## src/rtl/mips_mem_pkg.sv

```systemverilog
// Shared encodings for the MEM-stage load/store front end: access sizes,
// response error codes and the access-unit FSM states.
package mips_mem_pkg;

  localparam logic [1:0] SZ_BYTE = 2'b00;
  localparam logic [1:0] SZ_HALF = 2'b01;
  localparam logic [1:0] SZ_WORD = 2'b10;

  localparam logic [1:0] ERR_OK       = 2'b00;
  localparam logic [1:0] ERR_MISALIGN = 2'b01;
  localparam logic [1:0] ERR_RANGE    = 2'b10;

  typedef enum logic {
    ST_IDLE,
    ST_RMW_WRITE
  } mau_state_t;

  // Size code 11 behaves exactly like a word access.
  function automatic logic is_word(input logic [1:0] size);
    return size[1];
  endfunction

endpackage

```

## src/rtl/lane_align.sv

```systemverilog
// Byte-lane steering between a 32-bit memory word and a sub-word access:
// load extraction with sign/zero extension, and store lane merge.
module lane_align
  import mips_mem_pkg::*;
(
  input  logic [1:0]  addr_lo,
  input  logic [1:0]  size,
  input  logic        is_signed,
  input  logic [31:0] mem_word,
  input  logic [31:0] store_data,
  output logic [31:0] load_data,
  output logic [31:0] merged_word
);

  logic [7:0]  byte_sel;
  logic [15:0] half_sel;

  assign byte_sel = mem_word[8*addr_lo +: 8];
  assign half_sel = mem_word[16*addr_lo[1] +: 16];

  always_comb begin
    load_data = mem_word;
    case (size)
      SZ_BYTE: load_data = {{24{is_signed & byte_sel[7]}}, byte_sel};
      SZ_HALF: load_data = {{16{is_signed & half_sel[15]}}, half_sel};
      default: load_data = mem_word;
    endcase
  end

  // Each lane takes store data when addressed, otherwise keeps the memory byte.
  for (genvar gi = 0; gi < 4; gi++) begin : g_lane
    localparam logic [1:0] LANE = 2'(gi);
    logic       hit;
    logic [7:0] src;

    assign hit = is_word(size)
              || (size == SZ_HALF && addr_lo[1] == LANE[1])
              || (size == SZ_BYTE && addr_lo == LANE);
    assign src = is_word(size)     ? store_data[8*gi +: 8] :
                 (size == SZ_HALF) ? store_data[8*(gi % 2) +: 8] :
                                     store_data[7:0];
    assign merged_word[8*gi +: 8] = hit ? src : mem_word[8*gi +: 8];
  end

endmodule

```

## src/rtl/mem_access_unit.sv

```systemverilog
// MEM-stage load/store front end: turns byte-addressed requests into word
// accesses, with a read-modify-write pass for byte and half stores.
module mem_access_unit
  import mips_mem_pkg::*;
#(
  parameter int MEM_WORDS = 301,
  parameter int ADDR_W    = 32
) (
  input  logic              clock,
  input  logic              reset_n,
  input  logic              req_valid,
  output logic              req_ready,
  input  logic              req_write,
  input  logic [1:0]        req_size,
  input  logic              req_signed,
  input  logic [ADDR_W-1:0] req_addr,
  input  logic [31:0]       req_wdata,
  output logic              rsp_valid,
  output logic [31:0]       rsp_rdata,
  output logic [1:0]        rsp_err,
  output logic [31:0]       mem_address,
  output logic [31:0]       mem_writeData,
  output logic              mem_memWriteF,
  output logic              mem_memReadF,
  input  logic [31:0]       mem_readData
);

  mau_state_t  state_reg, state_next;
  logic        rsp_valid_reg, rsp_valid_next;
  logic [31:0] rsp_rdata_reg, rsp_rdata_next;
  logic [1:0]  rsp_err_reg, rsp_err_next;
  logic [31:0] merge_reg, merge_next;
  logic [31:0] index_reg, index_next;

  logic [31:0] req_index;
  logic [1:0]  err_code;
  logic        accept;
  logic        sub_store;
  logic [31:0] load_data;
  logic [31:0] merged_word;

  assign req_index = 32'(req_addr >> 2);
  assign sub_store = req_write && !is_word(req_size);
  assign req_ready = reset_n && (state_reg == ST_IDLE);
  assign accept    = req_valid && req_ready;

  always_comb begin
    err_code = ERR_OK;
    if ((req_size == SZ_HALF && req_addr[0]) ||
        (is_word(req_size) && req_addr[1:0] != 2'b00))
      err_code = ERR_MISALIGN;
    else if ((req_addr >> 2) >= ADDR_W'(MEM_WORDS))
      err_code = ERR_RANGE;
  end

  lane_align u_lane_align (
    .addr_lo     (req_addr[1:0]),
    .size        (req_size),
    .is_signed   (req_signed),
    .mem_word    (mem_readData),
    .store_data  (req_wdata),
    .load_data   (load_data),
    .merged_word (merged_word)
  );

  always_ff @(posedge clock) begin
    if (!reset_n) begin
      state_reg     <= ST_IDLE;
      rsp_valid_reg <= 1'b0;
      rsp_rdata_reg <= '0;
      rsp_err_reg   <= ERR_OK;
      merge_reg     <= '0;
      index_reg     <= '0;
    end else begin
      state_reg     <= state_next;
      rsp_valid_reg <= rsp_valid_next;
      rsp_rdata_reg <= rsp_rdata_next;
      rsp_err_reg   <= rsp_err_next;
      merge_reg     <= merge_next;
      index_reg     <= index_next;
    end
  end

  always_comb begin
    state_next     = state_reg;
    rsp_valid_next = 1'b0;
    rsp_rdata_next = '0;
    rsp_err_next   = ERR_OK;
    merge_next     = merge_reg;
    index_next     = index_reg;
    case (state_reg)
      ST_IDLE: begin
        if (accept) begin
          if (err_code != ERR_OK) begin
            rsp_valid_next = 1'b1;
            rsp_err_next   = err_code;
          end else if (sub_store) begin
            merge_next = merged_word;
            index_next = req_index;
            state_next = ST_RMW_WRITE;
          end else begin
            rsp_valid_next = 1'b1;
            rsp_rdata_next = req_write ? 32'h0 : load_data;
          end
        end
      end
      ST_RMW_WRITE: begin
        state_next     = ST_IDLE;
        rsp_valid_next = 1'b1;
      end
      default: state_next = ST_IDLE;
    endcase
  end

  // Enables are gated by reset so an in-flight RMW write is dropped.
  always_comb begin
    mem_memReadF  = 1'b0;
    mem_memWriteF = 1'b0;
    mem_address   = req_index;
    mem_writeData = req_wdata;
    if (reset_n) begin
      if (state_reg == ST_RMW_WRITE) begin
        mem_memWriteF = 1'b1;
        mem_address   = index_reg;
        mem_writeData = merge_reg;
      end else if (req_valid && err_code == ERR_OK) begin
        if (req_write && is_word(req_size))
          mem_memWriteF = 1'b1;
        else
          mem_memReadF = 1'b1;
      end
    end
  end

  assign rsp_valid = rsp_valid_reg;
  assign rsp_rdata = rsp_rdata_reg;
  assign rsp_err   = rsp_err_reg;

endmodule

```

## config.mk

```make
export PLATFORM = sky130hd
export DESIGN_NAME = mem_access_unit
export DESIGN_NICKNAME = d
export VERILOG_FILES = /design/src/rtl/mips_mem_pkg.sv /design/src/rtl/lane_align.sv /design/src/rtl/mem_access_unit.sv
export SDC_FILE = /design/constraint.sdc
export NUM_CORES = 1
export LEC_CHECK = 0
export CORE_MARGIN = 3
export CORE_UTILIZATION = 40
export CTS_CLUSTER_SIZE = 24
export DETAILED_ROUTE_END_ITERATION = 8
export PLACE_DENSITY_LB_ADDON = 0.25
export SETUP_SLACK_MARGIN = 0.15
export SKIP_CTS_REPAIR_TIMING = 1
export SYNTH_ARGS = -nofsm -noshare
export SYNTH_HDL_FRONTEND = slang
export SYNTH_HIERARCHICAL = 1
export SYNTH_SLANG_ARGS = --single-unit
```

## constraint.sdc

```tcl
create_clock -name clock -period 2.1 [get_ports clock]
set_input_delay 0.21 -clock clock [delete_from_list [all_inputs] [get_ports clock]]
set_output_delay 0.21 -clock clock [all_outputs]
set_load 0.05 [all_outputs]
```

**M3 wires**

Scale bar: 50 um.
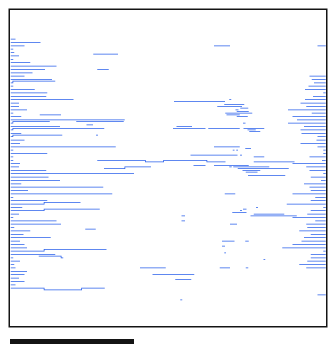
wire length on this layer: 1790 um
longest straight run: 49.4 um
share of all routed wire: 9.1%

**Routed clock nets over the placement**

Scale bar: 50 um.
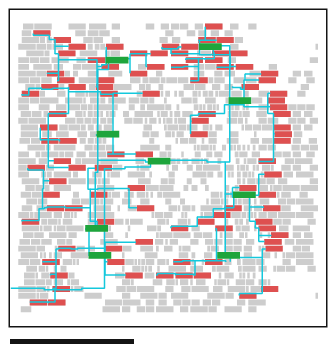
legend:
  green:
    item: clock drivers
    count: 9
  red:
    item: flip-flops
    count: 98
  cyan:
    item: clock wires
    length: 1260 um
routed clock nets: 10
flops lie: spread over the die
Clock Skew: 0.0104 ns
Latency at later pin: 0.36 ns
clock network power: 1.68 mW

==> notes.md <==
Flow results.

- On met2, the global router reports a usage of 0.365.
- For the worst setup path, the data required time is 1.89 ns.
- The fraction of final cell area spent on clock buffers and inverters in this run is 0.0318.
- Note that the worst hold path type here is in2reg.
- The area fraction in compound gates is 0.0881.
- The detailed-route wire length on metal 1 is roughly 8000 um.
- The total area inside the core boundary comes to 0.0142 mm2.
- The number of cells in the finished layout apart from fillers is 1013.
- met3 track demand over resource after global routing is 0.0683.
- The worst setup path is of the reg2out kind.
- Entering global routing, the biggest net connects 105 pins.
- In this run, the synthesized area fraction spent on and/or/nand/nor cells is recorded as 0.223.
- Per the GRT log, the top usage layer is met2.
- The layout report gives the register share of total cell area as 0.209.
- The worst vdd rail ir drop is ~0.00032 V.
- The sequential share of power is 0.378.
- The first global-routing pass estimated 29400 um of wire.
- The group that draws the most power in this run is sequential cells.
- According to the I/O placement log, the pin count is 205.
- The kind of cell with the highest combined delay along the critical path is simple AND/OR/NAND/NOR gates.
- After detailed placement, the total cell area comes to between 0.008 and 0.009 mm2.
- The cell area that synthesis handed to floorplanning was between 0.005 and 0.006 mm2.
- The part of the power in combinational logic is 0.282.
- Before antenna repair, the detailed router went through 5 iterations.
- The worst hold path was traced through 3 stages.
- The maximum fanout count along the critical path is 3.
- Hold timing on the final database bottoms out at a slack of 0.175 ns.
- The via total after detailed routing is 5476.
- Of the total synthesized cell area, the portion taken by full adders, half adders and majority gates is 0.
- The endpoint kind of the worst setup timing path is an output pin.
- TritonCTS created 9 clock buffers.
- Per Yosys stat, the portion of area used by sequential elements is 0.331.
- The run finished with clean final reports.
- The share of total power consumed by net switching is 0.289.
- The worst setup slack for register-to-register paths is 0.24 ns.
- The capture point of the critical path is mem_memReadF.
- Setup repair after global routing could not meet its margin everywhere.
- The leakage component of the power was reported as approximately 4 nW.
- The area-dominant cell class after layout is combinational gates.
- The highest routed metal layer is met4.
- The delay of the slowest cell on the worst path is 0.51 ns.
- Once layout is done, the placed cells without fillers occupy ~0.0094 mm2.
- STA classifies the critical path startpoint as a flop.
- The synthesized area per cell is roughly 9.5 um2.
- For this run, the script counts the antenna cells in the layout as 0.
- The part of the total power dissipated in the clock network is 0.341.
- The combinational family with the most area after synthesis is multiplexers.
- Per the final layout report, the fraction of cells sized above drive strength 1 comes to 0.319.
- The power dissipated in sequential cells is 1.86 mW.
- For this run, the top clock speed supported by timing is 0.490 GHz.
- The layout report gives the multi-input gate share of total cell area as 0.387.
- The initial core utilization is 0.417.
- The number of non-clock buffers in the layout is 250.
- The ratio of routed vias to standard cells is 5.41.
- The transition at the pin with the smallest max-transition slack is between 0.9 and 1 ns.
- Per the cell usage report, the commonest logic cells after layout are clkdlybuf4s50_1 (104), nand2_1 (102), dfxtp_1 (98).
- Total global-route track usage over all layers is 0.227.
- Per the cell usage report, the commonest logic cell in the layout is clkdlybuf4s50_1.
- The combinational power is 1.39 mW.
- The filler cells instantiated in the layout total 1095.
- The number of global-route vias before repair was between 5000 and 6000.
- The register cell area after layout is 0.00196 mm2.
- Endpoints with negative setup slack in the final report add up to 0.
- Measured on the finished design, the core utilization comes to 0.660.
- The number of antenna violations at the first check in global routing is 0.
- During tapcell insertion the tool placed 180 well taps.
- The post-synth register bit count is 98.
- The area share of buffers outside the clock network is 0.344.
- The met3 routed wirelength is ~1800 um.
- Per the final report, max-transition violations number 0.
- The combined area of the multi-input logic cells is roughly 0.0036 mm2.
- The main area contributors are dfxtp_1 (33%), mux2_2 (13%), mux2i_1 (12%), nand2_1 (6.5%), nor3b_2 (6.1%).
- Max-cap violations in this run came to 0.
- The worst-case headroom to the max-slew limit is 0.372.
- The final weighted congestion recorded by global placement is 0.907.
- The number of placed instances, taps included, is around 1000.
- Per STA, the startpoint of the critical path is state_reg.
- The synthesized instance count is 626.
- The internal power component is 3.50 mW.
- The beginning of the worst register-to-register path is state_reg.
- Per the Yosys statistics, synthesis produced 626 cells.
- The synthesis log from Yosys contains 6 warnings.
- The post-synth area from yosys stat is 0.00592 mm2.
- The number of synthesized flops with an enable pin is 0.
- The detailed placer's ending HPWL is approximately 15000 um.
- There are 98 flip-flops and latches.
**A small window of the routed layout**

Region (44, 18) to (84, 58) um. Cells in gray, sequential cells in the stronger gray; small squares are vias.
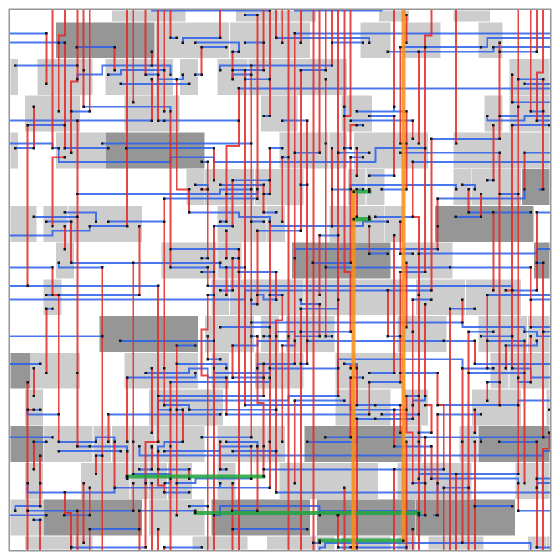
legend:
  orange:
    layer: metal 4
  blue:
    layer: metal 1
  green:
    layer: metal 3
  red:
    layer: metal 2
most frequent: nand2_1 (26), mux2i_1 (25), dfxtp_1 (11)
sequential cells in the window: 11
cells with their middle in the window: 97
netlist names of flops here include: merge_reg (11)

No activity file was given, so power comes from the tool's default toggle rates.
